`src/rtl/viterbi_decoder_pkg.sv`:
```
// Shared constants and helpers for the rate-1/2, K=3 (7,5) Viterbi decoder.
// Holds the generator taps, trellis size and the per-branch expected coded pair.
package viterbi_decoder_pkg;

  localparam logic [2:0] G0 = 3'b111;
  localparam logic [2:0] G1 = 3'b101;
  localparam int NSTATES = 4;
  localparam int INIT_METRIC = 4;

  // Coded pair {g0,g1} emitted by the encoder in state (b1,b2) on input x.
  function automatic logic [1:0] expected_pair(input logic x, input logic b1, input logic b2);
    logic [2:0] taps;
    taps = {x, b1, b2};
    return {^(taps & G0), ^(taps & G1)};
  endfunction

endpackage

```
`src/rtl/viterbi_acs.sv`:
```
// Add-compare-select for one trellis state: two saturating candidates, smaller wins,
// ties go to the predecessor with b2=0 (sel=0).
module viterbi_acs #(
  parameter int METRIC_W = 5
) (
  input  logic [METRIC_W-1:0] pm0,
  input  logic [METRIC_W-1:0] pm1,
  input  logic [1:0]          bm0,
  input  logic [1:0]          bm1,
  output logic                sel,
  output logic [METRIC_W-1:0] metric
);

  localparam logic [METRIC_W:0] MAX_SUM = {1'b0, {METRIC_W{1'b1}}};

  logic [METRIC_W:0]   sum0, sum1;
  logic [METRIC_W-1:0] cand0, cand1;

  always_comb begin
    sum0   = {1'b0, pm0} + {{(METRIC_W-1){1'b0}}, bm0};
    sum1   = {1'b0, pm1} + {{(METRIC_W-1){1'b0}}, bm1};
    cand0  = (sum0 > MAX_SUM) ? '1 : sum0[METRIC_W-1:0];
    cand1  = (sum1 > MAX_SUM) ? '1 : sum1[METRIC_W-1:0];
    sel    = (cand1 < cand0);
    metric = sel ? cand1 : cand0;
  end

endmodule

```
`src/rtl/viterbi_decoder.sv`:
```
// Hard-decision register-exchange Viterbi decoder for the (7,5) K=3 code.
// Pairs the serial coded stream, runs 4 ACS units, normalises and emits one bit per pair.
module viterbi_decoder
  import viterbi_decoder_pkg::*;
#(
  parameter int DEPTH    = 15,
  parameter int METRIC_W = 5
) (
  input  logic clk,
  input  logic rst_n,
  input  logic in_valid,
  input  logic in_bit,
  input  logic in_start,
  output logic out_valid,
  output logic out_bit
);

  localparam int CNT_W = $clog2(DEPTH + 1);
  typedef logic [METRIC_W-1:0] metric_t;
  typedef logic [DEPTH-1:0]    surv_t;

  localparam metric_t PM_INIT [NSTATES] =
    '{'0, metric_t'(INIT_METRIC), metric_t'(INIT_METRIC), metric_t'(INIT_METRIC)};

  logic             phase, g0_reg, pair_valid;
  logic [1:0]       pair;
  metric_t          pm [NSTATES];
  surv_t            surv [NSTATES];
  logic [CNT_W-1:0] pair_count;

  metric_t          acs_metric [NSTATES];
  logic             acs_sel [NSTATES];
  metric_t          norm_metric [NSTATES];
  surv_t            next_surv [NSTATES];
  metric_t          min01, min23, min_metric;
  logic [1:0]       best;
  logic [CNT_W-1:0] next_count;

  // Next state ns = {x,b1}; its predecessors are {b1,0} and {b1,1}.
  for (genvar ns = 0; ns < NSTATES; ns++) begin : g_state
    localparam logic X  = (ns >= 2);
    localparam logic B1 = (ns % 2 == 1);
    localparam int   P0 = (ns % 2) * 2;
    localparam int   P1 = P0 + 1;

    logic [1:0] d0, d1, bm0, bm1;

    assign d0  = pair ^ expected_pair(X, B1, 1'b0);
    assign d1  = pair ^ expected_pair(X, B1, 1'b1);
    assign bm0 = {1'b0, d0[1]} + {1'b0, d0[0]};
    assign bm1 = {1'b0, d1[1]} + {1'b0, d1[0]};

    viterbi_acs #(.METRIC_W(METRIC_W)) u_acs (
      .pm0   (pm[P0]),
      .pm1   (pm[P1]),
      .bm0   (bm0),
      .bm1   (bm1),
      .sel   (acs_sel[ns]),
      .metric(acs_metric[ns])
    );

    assign norm_metric[ns] = acs_metric[ns] - min_metric;
    assign next_surv[ns]   = acs_sel[ns] ? {surv[P1][DEPTH-2:0], X}
                                         : {surv[P0][DEPTH-2:0], X};
  end

  // NOTE: every always_comb output gets a value on every path, so no latch is inferred.
  always_comb begin
    min01      = (acs_metric[1] < acs_metric[0]) ? acs_metric[1] : acs_metric[0];
    min23      = (acs_metric[3] < acs_metric[2]) ? acs_metric[3] : acs_metric[2];
    min_metric = (min23 < min01) ? min23 : min01;
    if (norm_metric[0] == '0)      best = 2'd0;
    else if (norm_metric[1] == '0) best = 2'd1;
    else if (norm_metric[2] == '0) best = 2'd2;
    else                           best = 2'd3;
    next_count = (pair_count == CNT_W'(DEPTH)) ? pair_count : pair_count + CNT_W'(1);
  end

  // NOTE: state is updated with non-blocking assignments so all registers see pre-edge values.
  // NOTE: survivors are few small registers, not RAM, so they are reset like the metrics.
  always_ff @(posedge clk or negedge rst_n) begin
    if (!rst_n) begin
      phase      <= 1'b0;
      g0_reg     <= 1'b0;
      pair       <= '0;
      pair_valid <= 1'b0;
      pm         <= PM_INIT;
      surv       <= '{default: '0};
      pair_count <= '0;
      out_valid  <= 1'b0;
      out_bit    <= 1'b0;
    end else if (in_start) begin
      // Frame restart beats both the incoming bit and any pair awaiting ACS.
      phase      <= 1'b0;
      pair_valid <= 1'b0;
      pm         <= PM_INIT;
      surv       <= '{default: '0};
      pair_count <= '0;
      out_valid  <= 1'b0;
      out_bit    <= 1'b0;
    end else begin
      pair_valid <= 1'b0;
      out_valid  <= 1'b0;
      if (in_valid) begin
        phase <= ~phase;
        if (!phase) begin
          g0_reg <= in_bit;
        end else begin
          pair       <= {g0_reg, in_bit};
          pair_valid <= 1'b1;
        end
      end
      if (pair_valid) begin
        pm         <= norm_metric;
        surv       <= next_surv;
        pair_count <= next_count;
        out_valid  <= (next_count == CNT_W'(DEPTH));
        out_bit    <= next_surv[best][DEPTH-1];
      end
    end
  end

endmodule

```
`config.mk`:
```
export PLATFORM = sky130hd
export DESIGN_NAME = viterbi_decoder
export DESIGN_NICKNAME = d
export VERILOG_FILES = /design/src/rtl/viterbi_decoder_pkg.sv /design/src/rtl/viterbi_acs.sv /design/src/rtl/viterbi_decoder.sv
export SDC_FILE = /design/constraint.sdc
export NUM_CORES = 1
export LEC_CHECK = 0
export CAP_MARGIN = 40
export CELL_PAD_IN_SITES_DETAIL_PLACEMENT = 2
export CELL_PAD_IN_SITES_GLOBAL_PLACEMENT = 2
export CORE_MARGIN = 2
export CORE_UTILIZATION = 33
export DETAILED_ROUTE_END_ITERATION = 10
export GPL_ROUTABILITY_DRIVEN = 0
export GPL_TIMING_DRIVEN = 1
export HOLD_SLACK_MARGIN = 0.02
export PLACE_DENSITY = 0.73
export SYNTH_ARGS = -nofsm -noshare
export SYNTH_HDL_FRONTEND = slang
export SYNTH_HIERARCHICAL = 1
export SYNTH_SLANG_ARGS = --single-unit
export TNS_END_PERCENT = 50
```
`constraint.sdc`:
```
create_clock -name clk -period 9 [get_ports clk]
set_input_delay 2.7 -clock clk [delete_from_list [all_inputs] [get_ports clk]]
set_output_delay 2.7 -clock clk [all_outputs]
set_load 0.005 [all_outputs]
```
==> notes.md <==
Results of the implementation run.

The post-detailed-placement half-perimeter wirelength is about 17,000 um. In the final routed layout, each cell accounts on average for 20.5 um.

In this run, the synthesized area fraction spent on and/or/nand/nor cells is recorded as 15.3%. The synthesis report gives the async set-or-reset register share as 100%. The hold buffer count at cts came out at 0. In the global route stage, overall resource usage came out at between 10% and 20%.

The number of pins exceeding their max-slew limit in the final report came out at 0. Per the synthesis report, the dominant area consumer among library cells is sky130_fd_sc_hd__dfrtp_1. After layout, the minimum clock period comes to about 8.5 ns. The antenna diode instance count came out at 0. Per the run summary, max-cap violations total 0. The critical-path cell with the highest stage delay is sky130_fd_sc_hd__ha_1.

The compound-gate portion of the synthesized area came out at a little under 20%. The cell area that synthesis handed to floorplanning was between 7000 and 8000 um2.

The final core utilization came out at 37.1%. The tally of nets with antenna violations remaining after routing came out at 0. The largest register by flop count is surv. The horizontal die dimension reported for this design is 153 um. The cell count after synthesis came out at slightly below 800.

TritonCTS built the clock tree. The post-place instance area is slightly below 8000 um2. The registers reported with the highest flop counts are surv x51, pm x20, pair_count x4. The initial utilization of the core area, before any placement, comes to between 30 and 40%. The H-tree depth is 3.

The kind of cell adding the most delay to the critical path is AND-OR/OR-AND gates. The count of endpoints failing setup in the final report is 0. The tightest hold path in the finished design has a slack of 0.512 ns.

By area the synthesized netlist is led by sky130_fd_sc_hd__dfrtp_1 (27%), sky130_fd_sc_hd__mux2i_1 (11%), sky130_fd_sc_hd__ha_1 (10%). The number of antenna violations at the first check in global routing is 0. The most instantiated logic cell after routing is sky130_fd_sc_hd__nor2_1. The path class of the tightest hold or removal check is reg -> reg. After layout, the worst path uses a little over nine tenths of the clock period.

The fmax is 118 MHz. The sequential fraction of the synthesis area came out at roughly 28%. The combinational family with the most area after synthesis is AND-OR/OR-AND gates. The top cell type by instance count after synthesis is sky130_fd_sc_hd__nor2_1.

The OpenROAD report gives the critical path a required time of between 9 and 10 ns. The via count of the first global-routing pass came out at roughly 6,600. In this run, CTS created clock tree buffers numbering 9. The die boundary height came out at around 150 um.

The number of cells reported by Yosys stat comes to between 700 and 800. The detailed-route wire length is around 22,000 um. STA classifies the critical path startpoint as a flop. The site row count came out at 54. The critical path endpoint category is a flop. Of the cells placed in the final design, the portion with a size suffix greater than 1 is between 10% and 20%. In this run the post-CTS setup repair buffer count came out at 0. The net count after synthesis is roughly 860.

The chip area line in the Yosys stat output reads approximately 7400 um2. The final count of hold timing violations is 0. The vias after detailed routing came out at roughly 5,900. The minimum setup slack in the final design is about 0.53 ns. Between the synthesized netlist and the finished layout, the area growth was recorded as 10.0%. The number of fill cells in the layout is approximately 2,400.

By instance count after routing, the leading logic cell types are sky130_fd_sc_hd__nor2_1 (98), sky130_fd_sc_hd__mux2i_1 (82), sky130_fd_sc_hd__dfrtp_1 (78), sky130_fd_sc_hd__ha_1 (59), sky130_fd_sc_hd__inv_1 (51). The number of detailed-routing iterations run before antenna repair is 4. The clock latency of the later-clocked register in the worst-skew pair came out at between 0.3 and 0.4 ns.

The max-slew check reports its worst relative slack as roughly 43%. The DRC violation total left in the routed layout is recorded as 0. The data arrival time at the worst-slack endpoint is 8.76 ns.

Ranked by instance count, the synthesized netlist is headed by sky130_fd_sc_hd__nor2_1 (98), sky130_fd_sc_hd__mux2i_1 (84), sky130_fd_sc_hd__dfrtp_1 (79). The mux contribution to synthesized area came out at between 10% and 20%.

The run finished with clean final reports. By startpoint and endpoint, the worst setup path is classified as reg -> reg.
[area by class of cell]
| class | count | area, um2 | area share, % |
|---|---|---|---|
| Inverter | 52 | 195 | 2.41 |
| Sequential cell | 82 | 2060 | 25.4 |
| Timing Repair Buffer | 20 | 208 | 2.56 |
| Clock buffer | 10 | 229 | 2.82 |
| Multi-Input combinational cell | 614 | 5000 | 61.7 |
| Clock inverter | 6 | 66.3 | 0.817 |
| Tap cell | 280 | 350 | 4.32 |
[worst paths after layout]
path,slack (ns),to,cells past startpoint,from
worst max-delay path,0.53,out_bit$_DFFE_PN0P_,35,g_state[0].d0[0]$_DFFE_PN0P_
worst min-delay path,0.51,surv[0]$_DFFE_PN0P_,2,surv[0]$_DFFE_PN0P_
worst max register to register,0.53,out_bit$_DFFE_PN0P_,35,g_state[0].d0[0]$_DFFE_PN0P_
worst min register to register,0.51,surv[0]$_DFFE_PN0P_,2,surv[0]$_DFFE_PN0P_
max in group asynchronous,5.97,pm[2]$_DFFE_PN1P_,2,rst_n
min in group asynchronous,2.35,surv[25]$_DFFE_PN0P_,1,rst_n
[cells by family after synthesis]
group	after synthesis
AND-OR/OR-AND	167
XOR/XNOR	39
adder cells (fa/ha/maj)	75
buffers and inverters	88
flip-flops	82
multiplexers	101
AND/OR/NAND/NOR	232
[tightest hold or removal path: stages (launching register included)]
cell and delay, ns:
sky130_fd_sc_hd__dfrtp_1 0.35, sky130_fd_sc_hd__nor2_1 0.05, sky130_fd_sc_hd__nor2_1 0.08
[routing by layer]
metal / vias to the layer above / global-route usage [%] / part of all wire [%]
met5: - / 0 / 0
met4: 0 / 5.20 / 2.3
met3: 29 / 2.67 / 1.7
met2: 51 / 33.7 / 51
met1: 3017 / 24.2 / 45
li1: 2829 / - / -
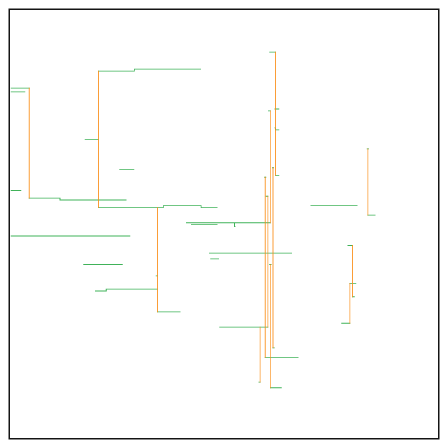
Fig. 1. Metal layers overlaid.
Only two layers are drawn.
[green] M3 | wire length: 371 um
[orange] M4 | wire length: 507 um

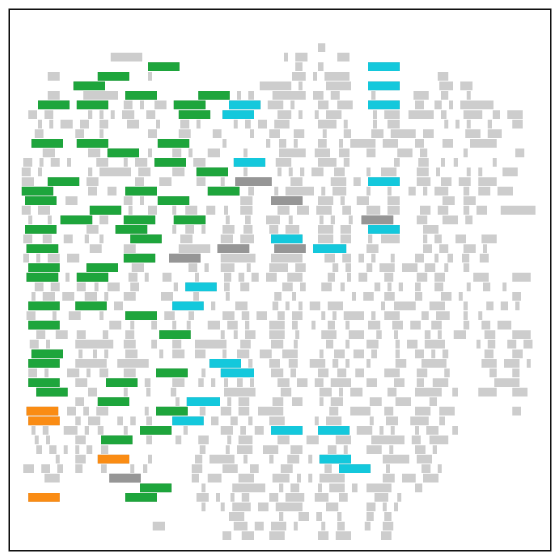
Fig. 2. Register map, names as in the netlist.
Other sequential cells in the stronger gray, the rest of the logic in the fainter gray.
[orange] `pair_count` | sequential cells: 4 | where: south-west
[cyan] `pm` | sequential cells: 20
[green] `surv` | sequential cells: 51
not colored: 7

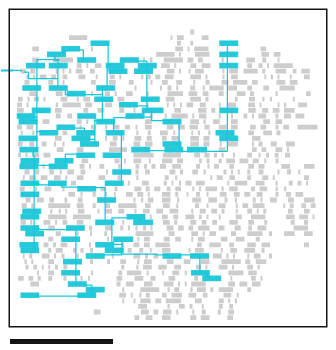
Fig. 3. Wires at chosen ports, followed through buffers.
The bar under the picture is 50 um long.
[cyan] `rst_n` | direction: input | edge: west | end cells: 82 | wire: 738 um

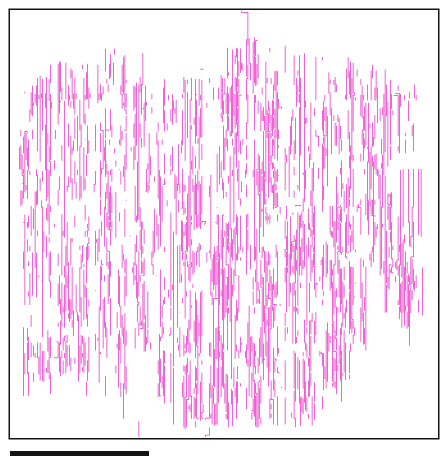
Fig. 4. Met2 routing.
The bar under the picture is 50 um long.
longest straight run: 53.0 um
main direction: vertical

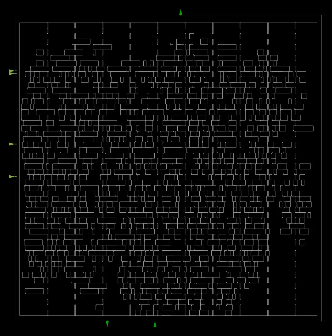
Fig. 5. Cell outlines without signal wires.
Tap Cells: 280
number of cells in the finished layout apart from fillers: 1,064
flip-flops: 82

